`src/rtl/mult_8x8_seq_sched_if.sv`:
```
// rtl/mult_8x8_seq_sched_if.sv - operand, result and sub-multiplier bus for mult_8x8_seq_sched
//
// Signal groups:
//   operand stream  : in_valid, in_ready, A[7:0], B[7:0], cfg_mode[7:0]
//   sub-multiplier  : SA[3:0], SB[3:0], SMODE[1:0] to the kernel, SR[7:0] back
//   result stream   : out_valid, out_ready, R[15:0]
// Modports:
//   slave  - the scheduler
//   master - the environment (operand producer, external kernel, result consumer)
interface mult_8x8_seq_sched_if;
    logic        in_valid;
    logic        in_ready;
    logic [7:0]  A;
    logic [7:0]  B;
    logic [7:0]  cfg_mode;
    logic [3:0]  SA;
    logic [3:0]  SB;
    logic [1:0]  SMODE;
    logic [7:0]  SR;
    logic        out_valid;
    logic        out_ready;
    logic [15:0] R;

    modport slave (
        input  in_valid, A, B, cfg_mode, SR, out_ready,
        output in_ready, SA, SB, SMODE, out_valid, R
    );

    modport master (
        output in_valid, A, B, cfg_mode, SR, out_ready,
        input  in_ready, SA, SB, SMODE, out_valid, R
    );
endinterface

```
`src/rtl/mult_8x8_seq_sched.sv`:
```
// rtl/mult_8x8_seq_sched.sv - 8x8 multiplier built from one shared 4x4 approximate kernel over four quadrant cycles
//
// Ports:
//   clk  - clock, rising edge
//   rst  - synchronous active-high reset
//   bus  - mult_8x8_seq_sched_if.slave:
//          operand stream (in_valid/in_ready, A, B, cfg_mode),
//          kernel drive (SA, SB, SMODE) and kernel product SR (combinational, same cycle),
//          result stream (out_valid/out_ready, R)
// Optional build macro:
//   MULT_SEQ_ZERO_SKIP_EN - skip quadrants whose A or B nibble is zero
module mult_8x8_seq_sched #(
    parameter int NIB   = 4,
    parameter int ACC_W = 16
) (
    input  logic                    clk,
    input  logic                    rst,
    mult_8x8_seq_sched_if.slave     bus
);

    localparam logic [2:0] S_IDLE = 3'd0;
    localparam logic [2:0] S_Q0   = 3'd1;
    localparam logic [2:0] S_Q1   = 3'd2;
    localparam logic [2:0] S_Q2   = 3'd3;
    localparam logic [2:0] S_Q3   = 3'd4;
    localparam logic [2:0] S_DONE = 3'd5;

    logic [2:0]         state;
    logic [2*NIB-1:0]   a_q;
    logic [2*NIB-1:0]   b_q;
    logic [7:0]         cfg_q;
    logic [ACC_W-1:0]   acc;
    logic [ACC_W-1:0]   contrib;
    logic [NIB-1:0]     sa;
    logic [NIB-1:0]     sb;
    logic [1:0]         smode;
    logic [2:0]         accept_next;
    logic [2:0]         q_next;

    // Kernel operands and the shifted partial product follow directly from the state.
    always_comb begin
        sa      = '0;
        sb      = '0;
        smode   = '0;
        contrib = '0;
        case (state)
            S_Q0: begin
                sa      = a_q[NIB-1:0];
                sb      = b_q[NIB-1:0];
                smode   = cfg_q[1:0];
                contrib = ACC_W'(bus.SR);
            end
            S_Q1: begin
                sa      = a_q[NIB-1:0];
                sb      = b_q[2*NIB-1:NIB];
                smode   = cfg_q[3:2];
                contrib = ACC_W'(bus.SR) << NIB;
            end
            S_Q2: begin
                sa      = a_q[2*NIB-1:NIB];
                sb      = b_q[NIB-1:0];
                smode   = cfg_q[5:4];
                contrib = ACC_W'(bus.SR) << NIB;
            end
            S_Q3: begin
                sa      = a_q[2*NIB-1:NIB];
                sb      = b_q[2*NIB-1:NIB];
                smode   = cfg_q[7:6];
                contrib = ACC_W'(bus.SR) << (2 * NIB);
            end
            default: ;
        endcase
    end

`ifdef MULT_SEQ_ZERO_SKIP_EN
    // First quadrant at or after index 'from' whose two nibbles are both nonzero.
    // Quadrant i is state S_Q0+i, so passing the current Qn state as 'from'
    // searches from the following quadrant onwards.
    function automatic logic [2:0] skip_next(input logic [2:0] from,
                                             input logic [2*NIB-1:0] a,
                                             input logic [2*NIB-1:0] b);
        logic [3:0] live;
        live[0] = (a[NIB-1:0] != '0)     && (b[NIB-1:0] != '0);
        live[1] = (a[NIB-1:0] != '0)     && (b[2*NIB-1:NIB] != '0);
        live[2] = (a[2*NIB-1:NIB] != '0) && (b[NIB-1:0] != '0);
        live[3] = (a[2*NIB-1:NIB] != '0) && (b[2*NIB-1:NIB] != '0);
        skip_next = S_DONE;
        for (int i = 3; i >= 0; i--) begin
            if (i >= int'(from) && live[i]) begin
                skip_next = 3'(i + 1);
            end
        end
    endfunction

    assign accept_next = skip_next(3'd0, bus.A, bus.B);
    assign q_next      = skip_next(state, a_q, b_q);
`else
    assign accept_next = S_Q0;
    assign q_next      = state + 3'd1;   // S_Q3 + 1 lands on S_DONE
`endif

    always_ff @(posedge clk) begin
        if (rst) begin
            state <= S_IDLE;
            acc   <= '0;
            a_q   <= '0;
            b_q   <= '0;
            cfg_q <= '0;
        end else begin
            case (state)
                S_IDLE: begin
                    if (bus.in_valid) begin
                        a_q   <= bus.A;
                        b_q   <= bus.B;
                        cfg_q <= bus.cfg_mode;
                        acc   <= '0;
                        state <= accept_next;
                    end
                end
                S_Q0, S_Q1, S_Q2, S_Q3: begin
                    acc   <= acc + contrib;
                    state <= q_next;
                end
                S_DONE: begin
                    if (bus.out_ready) begin
                        state <= S_IDLE;
                    end
                end
                default: state <= S_IDLE;
            endcase
        end
    end

    assign bus.SA        = sa;
    assign bus.SB        = sb;
    assign bus.SMODE     = smode;
    assign bus.in_ready  = (state == S_IDLE);
    assign bus.out_valid = (state == S_DONE);
    // R only shows the finished product; partial sums stay internal.
    assign bus.R         = (state == S_DONE) ? acc[15:0] : 16'h0000;

endmodule

```
`src/flat_wrapper.sv`:
```
// flat-port wrapper written by rule: the top's interface ports become plain ports
module mult_8x8_seq_sched_flat 
#(
    parameter int NIB   = 4,
    parameter int ACC_W = 16
)
  (clk, rst, bus_in_valid, bus_A, bus_B, bus_cfg_mode, bus_SR, bus_out_ready, bus_in_ready, bus_SA, bus_SB, bus_SMODE, bus_out_valid, bus_R);
  mult_8x8_seq_sched_if bus_i ();
  input  logic clk;
  input  logic rst;
  input wire logic [$bits(bus_i.in_valid)-1:0] bus_in_valid;
  input wire logic [$bits(bus_i.A)-1:0] bus_A;
  input wire logic [$bits(bus_i.B)-1:0] bus_B;
  input wire logic [$bits(bus_i.cfg_mode)-1:0] bus_cfg_mode;
  input wire logic [$bits(bus_i.SR)-1:0] bus_SR;
  input wire logic [$bits(bus_i.out_ready)-1:0] bus_out_ready;
  output wire logic [$bits(bus_i.in_ready)-1:0] bus_in_ready;
  output wire logic [$bits(bus_i.SA)-1:0] bus_SA;
  output wire logic [$bits(bus_i.SB)-1:0] bus_SB;
  output wire logic [$bits(bus_i.SMODE)-1:0] bus_SMODE;
  output wire logic [$bits(bus_i.out_valid)-1:0] bus_out_valid;
  output wire logic [$bits(bus_i.R)-1:0] bus_R;
  assign bus_i.in_valid = bus_in_valid;
  assign bus_i.A = bus_A;
  assign bus_i.B = bus_B;
  assign bus_i.cfg_mode = bus_cfg_mode;
  assign bus_i.SR = bus_SR;
  assign bus_i.out_ready = bus_out_ready;
  assign bus_in_ready = bus_i.in_ready;
  assign bus_SA = bus_i.SA;
  assign bus_SB = bus_i.SB;
  assign bus_SMODE = bus_i.SMODE;
  assign bus_out_valid = bus_i.out_valid;
  assign bus_R = bus_i.R;
  mult_8x8_seq_sched #(.NIB(NIB), .ACC_W(ACC_W)) u_core (.clk(clk), .rst(rst), .bus(bus_i));
endmodule
```
`config.mk`:
```
export PLATFORM = sky130hd
export DESIGN_NAME = mult_8x8_seq_sched_flat
export DESIGN_NICKNAME = d
export VERILOG_FILES = /design/src/rtl/mult_8x8_seq_sched_if.sv /design/src/rtl/mult_8x8_seq_sched.sv /design/src/flat_wrapper.sv
export SDC_FILE = /design/constraint.sdc
export NUM_CORES = 1
export LEC_CHECK = 0
export CORE_MARGIN = 3
export CORE_UTILIZATION = 50
export DETAILED_ROUTE_END_ITERATION = 10
export PLACE_DENSITY = 0.84
export SLEW_MARGIN = 10
export SYNTH_ARGS = -nofsm -noshare
export SYNTH_HDL_FRONTEND = slang
export SYNTH_SLANG_ARGS = --single-unit
export TNS_END_PERCENT = 1
```
`constraint.sdc`:
```
create_clock -name clk -period 4.5 [get_ports clk]
set_clock_uncertainty 0.05 [all_clocks]
set_input_delay 0.9 -clock clk [delete_from_list [all_inputs] [get_ports clk]]
set_output_delay 0.9 -clock clk [all_outputs]
set_load 0.005 [all_outputs]
```
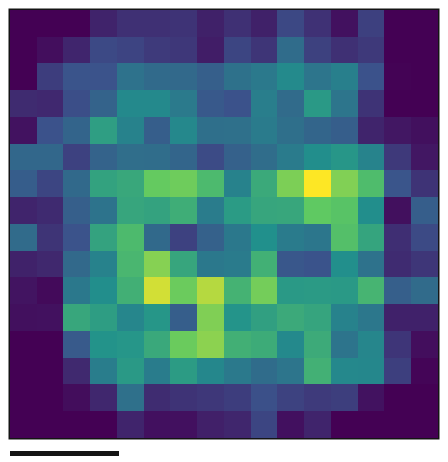
(run_1/wire_density.png)
The bar under the picture is 20 µm long. The die is cut into 16 by 16 equal tiles; dark purple is low, yellow is high, scaled to the fullest tile. Values are wire area over tile area, all layers added.
- tiles over half the peak: 23%
- mean over tiles: 0.18
- fullest tile: 0.56
- densest ninth of the die: center
- nearly empty tiles: 12%

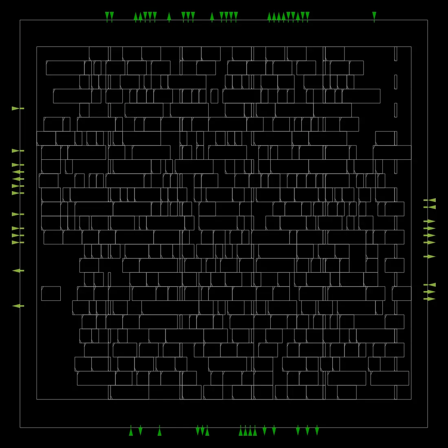
(run_1/final_placement.png)
inserted tap cell count: 67
flop share of the area: 25.24%
tally of filler cells in the layout: 414
area of the core: 0.004911 mm²
Flop Count: 43

==> impl_metrics.json, run 1 <==
{
  "outcome": "complete, no violations",
  "log.warning_count": 29,
  "power.group.top": "registers",
  "timing.critical_path.fanout_max": 20,
  "synthesis.area_mm2": 0.002635,
  "pwr.group.combinational_mw": 0.192,
  "grt_start_max_net_pins": 38,
  "number_of_remaining_drc_errors": 0,
  "drive_above_1_share_pct": 4.124,
  "powerSeq_mw": 0.414,
  "non_clock_inverter_count": 12,
  "synth_largest_type_area_fraction_pct": 32.67,
  "top_cell": "sky130_fd_sc_hd__nand2_1",
  "peakVddDrop_mv": 0.2023,
  "clockBufferCount": 5,
  "timing.critical_path.cells": "ha_1, nor2b_1, a221oi_1, nor2_1, clkdlybuf4s50_1",
  "routed_via_density": 5.721,
  "timing.critical_path.max_delay_family": "simple AND/OR/NAND/NOR gates",
  "worst_hold_path.num_cells": 2,
  "netlist-cell-type-count": 39,
  "top_area_cell_class": "logic gates",
  "postCtsResizedCells": 0,
  "netlist_instances": 334,
  "worst_setup_path_end_kind": "output port",
  "buffers_excl_clock": 66,
  "tritoncts_clock_tree": "done",
  "whs_ps": 411.4,
  "h-tree-depth": 2,
  "slowest_delay_ps": 630,
  "largest-register": "u_core.acc",
  "sh_comb_area_pct": 48.42,
  "synth_top_cell_by_area": "sky130_fd_sc_hd__dfxtp_1",
  "fin_crit_sh_pct": 84.75,
  "power.combinational.fraction_pct": 21.0,
  "setup.worst_path.class": "flop to output port",
  "route.detailed.wl_per_inst_um": 15.32,
  "required_ps": 3550,
  "cell_internal_pwr_mw": 0.6531,
  "cts_hold_buf": 0,
  "netSwitchingFraction_pct": 28.68
}
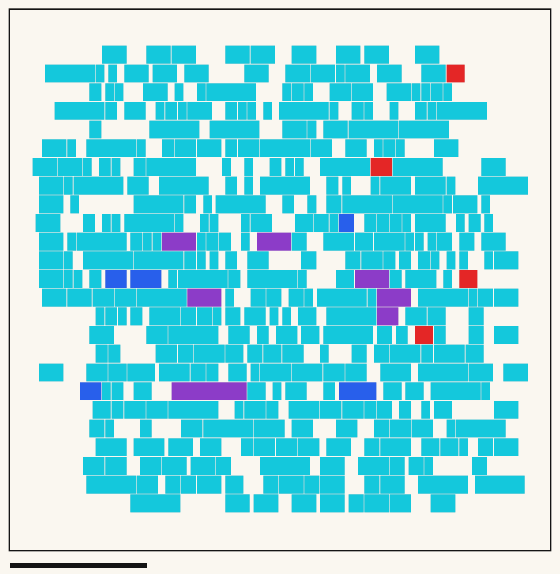
(run_1/drive_strength.png)
The bar under the picture is 20 µm long.
- drive 2: blue (cells 5; most used a31o_2)
- drive 3 to 4: red (cells 4; most used buf_4)
- drive 1 or less: cyan (cells 372; most used clkdlybuf4s50_1)
- drive 6 and up: purple (cells 7; most used clkbuf_8)

-- run 1: per-stage QoR --
step | total power, mW | area [µm²] | cells
floorplan | 0.5381 | 2635 | 334
global placement | 0.6076 | 3294 | 447
detailed placement | 0.6133 | 3294 | 447
CTS | 0.9169 | 3411 | 455
global route | 0.9654 | 3411 | 455
finish | 0.9157 | 3411 | 455
-- run 1: routing by layer --
metal  share of wire [%]  up-vias  track usage [%]
li1                    -     1292                -
met1                  45     1217            31.58
met2                  48       86            37.10
met3                 5.9        8            4.128
met4                 1.1        0            4.371
met5                   0        -                0
-- run 1: final timing paths --
kind                    from              to  slack, ps
max reg2reg  u_core.state[0]  u_core.acc[14]        710
min reg2reg    u_core.a_q[7]   u_core.a_q[7]        410
min            u_core.a_q[7]   u_core.a_q[7]        410
max          u_core.state[0]    bus_SMODE[0]        690
==> inputs of run 2 (changes only) <==
--- a/config.mk
+++ b/config.mk
@@ -6,9 +6,9 @@
 export NUM_CORES = 1
 export LEC_CHECK = 0
 export CORE_MARGIN = 3
-export CORE_UTILIZATION = 50
+export CORE_UTILIZATION = 45
 export DETAILED_ROUTE_END_ITERATION = 10
-export PLACE_DENSITY = 0.84
+export PLACE_DENSITY = 0.8
 export SLEW_MARGIN = 10
 export SYNTH_ARGS = -nofsm -noshare
 export SYNTH_HDL_FRONTEND = slang
==> constraint.sdc (replaced) <==
create_clock -name clk -period 3.4 [get_ports clk]
set_clock_uncertainty 0.05 [all_clocks]
set_input_delay 0.68 -clock clk [delete_from_list [all_inputs] [get_ports clk]]
set_output_delay 0.68 -clock clk [all_outputs]
set_load 0.005 [all_outputs]
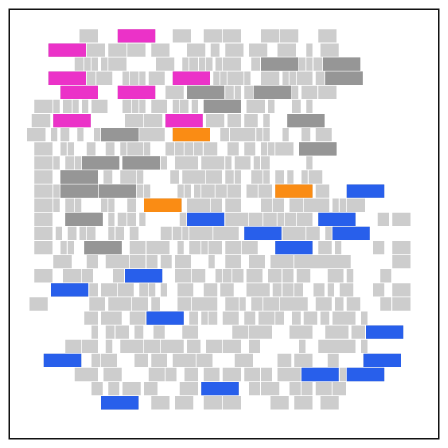
(run_2/registers.png)
Other sequential cells in the stronger gray, the rest of the logic in the fainter gray.
- `u_core.acc`: blue (placed flops 16)
- `u_core.a_q`: magenta (placed flops 8; where north-west)
- `u_core.state`: orange (placed flops 3)
- not colored: 16

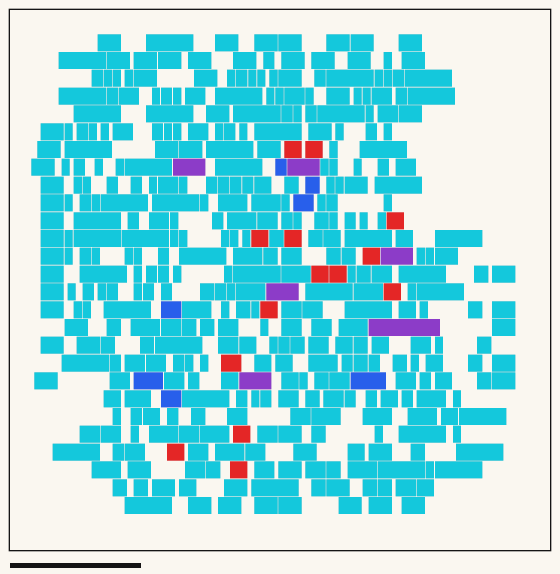
(run_2/drive_strength.png)
The bar under the picture is 20 µm long.
- drive 6 and up: purple (cells 6; most used clkbuf_8)
- drive 2: blue (cells 7; most used a31o_2)
- drive 3 to 4: red (cells 14; most used buf_4)
- drive 1 or less: cyan (cells 371; most used clkdlybuf4s50_1)

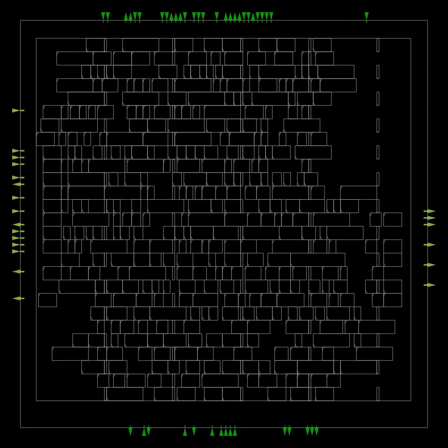
(run_2/final_placement.png)
site row count: 27
area of the core: 0.005574 mm²
flop share of the area: 24.66%
share of the core filled with cells in the final layout: 62.63%

==> run 2 against run 1 <==
Worst setup slack worse by 520 ps. Highest routed layer unchanged. Critical path type is now flop to flop. Flip-flop count stayed put. Combinational power is 42% higher. Cell count is 3.3% higher.
==> impl_metrics.json, run 2 <==
{
  "log.warning_count": 29,
  "netlist_instances": 334,
  "post_dp_cell_area_mm2": 0.003376,
  "route.detailed.wl_per_inst_um": 14.85,
  "buffers_excl_clock": 76,
  "peakVddDrop_mv": 0.1880,
  "synthesis.area_mm2": 0.002635,
  "top_area_cell_class": "logic gates",
  "clockBufferCount": 5,
  "min_to": "u_core.a_q[4]",
  "reg2reg_setup_slack_ps": 170,
  "numPlacedInstances": 462,
  "largest-register": "u_core.acc",
  "netlist-cell-type-count": 39,
  "worst_setup_path_endpoint": "u_core.acc[12]",
  "power_mw": 1.225,
  "whs_ps": 407.5,
  "required_ps": 3550,
  "flop-count": 43,
  "critPathLaunch": "u_core.state[0]",
  "grt_start_max_net_pins": 35,
  "tally_of_filler_cells_in_the_layout": 508,
  "sh_comb_area_pct": 47.38,
  "outcome": "complete, no violations",
  "worst_setup_path_end_kind": "flop",
  "number_of_remaining_drc_errors": 0,
  "routed_via_density": 5.432,
  "timing.critical_path.cells": "ha_1, ha_1, nand2b_2, a22o_1, ha_1, a21o_1, a221oi_2, nor3_1, and2b_1, o21ai_0, xor2_1, a22o_1",
  "drive_above_1_share_pct": 6.784,
  "h-tree-depth": 2,
  "non_clock_inverter_count": 12,
  "setup.worst_path.class": "flop to flop",
  "slowest_delay_ps": 380,
  "post-route-cell-area_mm2": 0.003491,
  "fin_crit_sh_pct": 95.06
}
## run 2: where the power goes
part           internal [mW]  total (mW)  switching, mW
logic                  0.125       0.272          0.147
clock network          0.219       0.407          0.188
registers              0.530       0.547         0.0161
## run 2: metal layers
layer / part of all wire, % / up-vias / wire, µm / global-route usage (%)
met4: 1.9 / 0 / 133 / 7.516
met1: 44 / 1159 / 3104 / 27.87
met5: 0 / - / 0 / 0
met3: 5.1 / 12 / 353 / 4.121
li1: - / 1308 / - / -
met2: 49 / 74 / 3389 / 34.78
## run 2: worst max-delay path, delay by kind of cell (launching register included)
| kind | cells | cell delay, ps |
|---|---|---|
| DFF | 1 | 360 |
| AOI/OAI and AO/OA | 5 | 1120 |
| xor gates and xnor gates | 1 | 160 |
| adders and majority gates | 3 | 800 |
| and+or+nand+nor | 3 | 640 |
Power figures rest on the tool's default switching activity, not on a simulated workload.
